A small window of the routed layout:
Bar = 5 µm. Region (18, 30) to (38, 50) µm. Cells in grey, sequential cells in the stronger grey; small squares are vias.
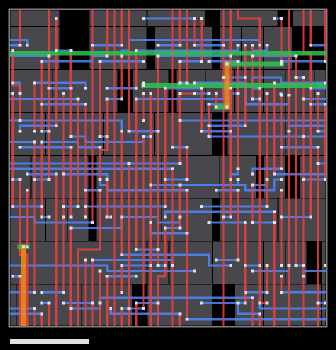
Pin map:
Bar = 20 µm. Pins as bars across the die edge, other pins in grey.
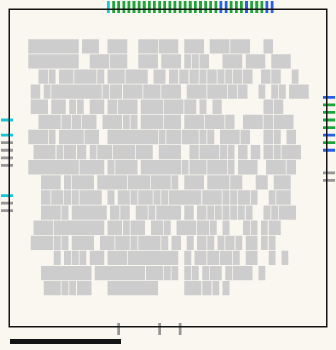
Selected gate families:
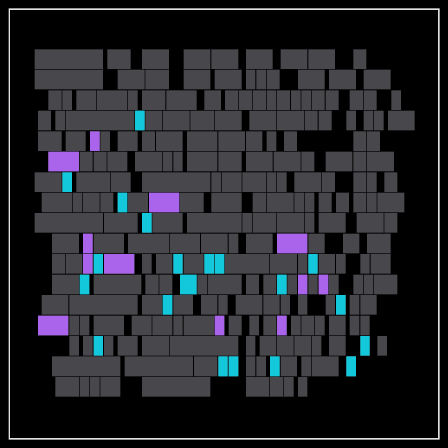
<file path="src/rtl/fifo_wr_arbiter.sv">
// Round-robin write-port arbiter for one FIFO shared by NUM_REQ requesters.
// A granted requester writes up to MAX_BURST words back-to-back; the burst
// stalls while the FIFO is full and ends early when the holder drops req.
// Ports:
//   w_clk      write-domain clock (posedge)
//   rst        asynchronous active-low reset
//   req        per-requester "word available" flags
//   din_bus    packed per-requester data, slice i = din_bus[i*DATA_WIDTH +: DATA_WIDTH]
//   fifo_full  FIFO full flag (back-pressure)
//   we, din    FIFO write enable / write data (combinational)
//   ack        one-hot "slice i consumed this cycle" (combinational)
//   grant_id   current/last grant holder (registered)
//   busy       high while a burst is in progress (combinational from state)
module fifo_wr_arbiter #(
  parameter int unsigned NUM_REQ    = 4,
  parameter int unsigned DATA_WIDTH = 8,
  parameter int unsigned MAX_BURST  = 4,
  localparam int unsigned GW        = $clog2(NUM_REQ)
) (
  input  logic                          w_clk,
  input  logic                          rst,
  input  logic [NUM_REQ-1:0]            req,
  input  logic [NUM_REQ*DATA_WIDTH-1:0] din_bus,
  input  logic                          fifo_full,
  output logic                          we,
  output logic [DATA_WIDTH-1:0]         din,
  output logic [NUM_REQ-1:0]            ack,
  output logic [GW-1:0]                 grant_id,
  output logic                          busy
);

  localparam int unsigned CW = $clog2(MAX_BURST) + 1;

  typedef enum logic {
    S_IDLE  = 1'b0,
    S_BURST = 1'b1
  } state_t;

  state_t          r_state;
  logic [GW-1:0]   r_rr_ptr;
  logic [GW-1:0]   r_grant_id;
  logic [CW-1:0]   r_burst_cnt;

  logic            w_pick_valid;
  logic [GW-1:0]   w_pick_id;
  logic [GW-1:0]   w_idx;
  logic [GW-1:0]   w_next_rr;
  logic            w_last_word;

  // First requester at or after r_rr_ptr, wrapping modulo NUM_REQ.
  always_comb begin
    w_pick_valid = 1'b0;
    w_pick_id    = '0;
    w_idx        = '0;
    for (int k = 0; k < int'(NUM_REQ); k++) begin
      w_idx = GW'((32'(r_rr_ptr) + 32'(k)) % NUM_REQ);
      if (!w_pick_valid && req[w_idx]) begin
        w_pick_valid = 1'b1;
        w_pick_id    = w_idx;
      end
    end
  end

  // Pointer moves just past the holder so every requester gets its turn.
  assign w_next_rr   = (r_grant_id == GW'(NUM_REQ - 1)) ? '0 : r_grant_id + 1'b1;
  assign w_last_word = (r_burst_cnt == CW'(MAX_BURST - 1));

  // Output decode; state resets asynchronously so we/ack drop with rst.
  assign busy     = (r_state == S_BURST);
  assign we       = busy & req[r_grant_id] & ~fifo_full;
  assign ack      = we ? (NUM_REQ'(1) << r_grant_id) : '0;
  assign grant_id = r_grant_id;

  // Data mux from the granted slice.
  always_comb begin
    din = '0;
    for (int i = 0; i < int'(NUM_REQ); i++) begin
      if (r_grant_id == GW'(i)) begin
        din = din_bus[i*DATA_WIDTH +: DATA_WIDTH];
      end
    end
  end

  // Arbitration FSM.
  always_ff @(posedge w_clk or negedge rst) begin
    if (!rst) begin
      r_state     <= S_IDLE;
      r_rr_ptr    <= '0;
      r_grant_id  <= '0;
      r_burst_cnt <= '0;
    end else begin
      case (r_state)
        S_IDLE: begin
          if (w_pick_valid) begin
            r_grant_id  <= w_pick_id;
            r_burst_cnt <= '0;
            r_state     <= S_BURST;
          end
        end
        S_BURST: begin
          if (!req[r_grant_id]) begin
            // Holder withdrew: end the burst without a write.
            r_state  <= S_IDLE;
            r_rr_ptr <= w_next_rr;
          end else if (!fifo_full) begin
            r_burst_cnt <= r_burst_cnt + 1'b1;
            if (w_last_word) begin
              r_state  <= S_IDLE;
              r_rr_ptr <= w_next_rr;
            end
          end
        end
        default: r_state <= S_IDLE;
      endcase
    end
  end

endmodule

</file>
<file path="config.mk">
export PLATFORM = sky130hd
export DESIGN_NAME = fifo_wr_arbiter
export DESIGN_NICKNAME = d
export VERILOG_FILES = /design/src/rtl/fifo_wr_arbiter.sv
export SDC_FILE = /design/constraint.sdc
export NUM_CORES = 1
export LEC_CHECK = 0
export ABC_AREA = 1
export CAP_MARGIN = 20
export CORE_MARGIN = 3
export CORE_UTILIZATION = 39
export DETAILED_ROUTE_END_ITERATION = 10
export MAX_ROUTING_LAYER = met4
export PLACE_DENSITY_LB_ADDON = 0.3
export SYNTH_ARGS = -nofsm -noshare
export SYNTH_HDL_FRONTEND = slang
export SYNTH_SLANG_ARGS = --single-unit
</file>
<file path="constraint.sdc">
create_clock -name w_clk -period 2.1 [get_ports w_clk]
set_input_delay 0.42 -clock w_clk [delete_from_list [all_inputs] [get_ports w_clk]]
set_output_delay 0.42 -clock w_clk [all_outputs]
set_load 0.005 [all_outputs]
</file>
==> impl_metrics.json <==
{
  "fin_crit_sh": 0.999,
  "postCtsSetupBuffers": 9,
  "cp_top_family": "flip-flops",
  "worstHoldPathType": "input pin to asynchronous set/reset pin",
  "worst_pin_slew_ps": 424,
  "path_class": "flop to output port",
  "inv_count": 20,
  "crit_top_cell": "nand2_1",
  "flops": 8,
  "p_seq_frac": 0.126,
  "largest_reg_flops": 3,
  "grt_max_degree": 17,
  "syn_to_final_growth_pct": 84.5,
  "seq_cell_power_w": 0.000322,
  "globalRouteTotalUtil": 0.240,
  "p_sw_w": 0.00130,
  "synth-edff-count": 0,
  "syn_area_per_cell_um2": 5.80,
  "hold_ws_ps": 442,
  "drv_cap": 0,
  "required_ps": 1680,
  "yosys_warnings": 0,
  "met2_usage": 0.449,
  "async_reset_ff_frac": 1.00,
  "antenna_found_initial": 0,
  "insertion_delay_ps": 260,
  "grt.overflow.total": 0,
  "tns_ps": 0,
  "ys_seq_share": 0.199,
  "critPathLaunchType": "flop",
  "grt_pass1_wl_mm": 5.97,
  "cts_resized": 58,
  "netlist_top_cells_count": "70 x nand2_1, 16 x inv_1, 10 x nor2_1, 10 x o21ai_0, 10 x o21ai_1",
  "place_area_um2": 1660,
  "viasPerCell": 5.27,
  "powerDensity_nw_per_um2": 1380,
  "top_usage_layer": "met2",
  "outcome": "finished clean",
  "finalSetupViolations": 0,
  "rows": 17,
  "max_stage_delay_ps": 410,
  "clkbuf_count": 3,
  "first_iter_violations": 71,
  "logic_area_um2": 825,
  "num-fill-cells": 163,
  "final_common_cell": "nand2_1",
  "grt_pass1_vias": 1357,
  "intPower_w": 0.00126,
  "most-common-layout-cells": "63 x nand2_1, 37 x clkdlybuf4s50_1, 14 x o21ai_1, 14 x nand2_2, 13 x inv_1",
  "wire_per_inst_um": 15.3,
  "htree_levels": 1,
  "rr_startpoint": "grant_id[0]$_DFFE_PN0P_",
  "netlist.area_leader.share": 0.261,
  "drive_gt1_frac": 0.328,
  "worst_r2r_path_depth": 12,
  "switching_share": 0.508,
  "synth_stat.cells": 174,
  "cpMaxStageDelayCell": "dfrtp_1",
  "logic_gates": 142,
  "wirelength_met1_mm": 1.54,
  "dieHeight_um": 56.9,
  "peakVddDrop_mv": 1.09,
  "ant_nets": 0,
  "numCtsBuffers": 3,
  "p_leak_nw": 0.930,
  "syn_inst": 174,
  "crit_start": "grant_id[0]$_DFFE_PN0P_",
  "clk_pin_slew_ps": 50,
  "routabilityCongestion": 0.904,
  "stdcell_count": 278,
  "pre_cts_ws_ps": -392,
  "cts_tree": "built",
  "initial_core_util": 0.431,
  "clockBufferDepth": 2,
  "area.sequential_um2": 200,
  "top_layer": "met4",
  "dpl.hpwl_mm": 2.86,
  "largestPowerGroup": "combinational logic",
  "ys_ff": 8,
  "core_area_um2": 2340,
  "fin_ws_ps": 1.16,
  "nWellTaps": 28
}
Notes on 'a small window of the routed layout' above:
met1: shown in blue. met2: shown in red. met4: shown in orange. met3: shown in green.
Most frequent: clkdlybuf4s50_1 (12), nand2_1 (10), a21oi_2 (6). 46 logic cells have their middle in the window. Sequential cells in the window: 0.

Notes on 'pin map' above:
din_bus: shown in green, pins 32, direction input, edge 27 top, 5 right. din: shown in blue, pins 8, direction output, edge 5 top, 3 right. ack: shown in cyan, pins 4, direction output, edge 3 left, 1 top.
All pins by edge: 33 top, 10 right, 9 left, 3 bottom.

Notes on 'selected gate families' above:
NOR gates: shown in purple, cells 12, most used nor2_1. inverters: shown in cyan, cells 20, most used inv_1.

kinds of logic (layout without fill, tap and decap cells):
kind of cell    count (synthesis)  in the layout  synth area share
simple gates                  105            105             0.468
buf+inv                        24            100            0.0968
compound gates                 31             31             0.163
flops                           8              8             0.199
fa+ha+maj                       6              6            0.0744
worst min-delay path by stage:
stage,end,from
after floorplan,busy$_DFF_PN0_,rst
after global placement,r_burst_cnt[1]$_DFFE_PN0P_,r_burst_cnt[1]$_DFFE_PN0P_
after detailed placement,r_burst_cnt[2]$_DFFE_PN0P_,r_burst_cnt[2]$_DFFE_PN0P_
after CTS,r_burst_cnt[1]$_DFFE_PN0P_,rst
after global routing,grant_id[0]$_DFFE_PN0P_,rst
final,r_burst_cnt[0]$_DFFE_PN0P_,rst
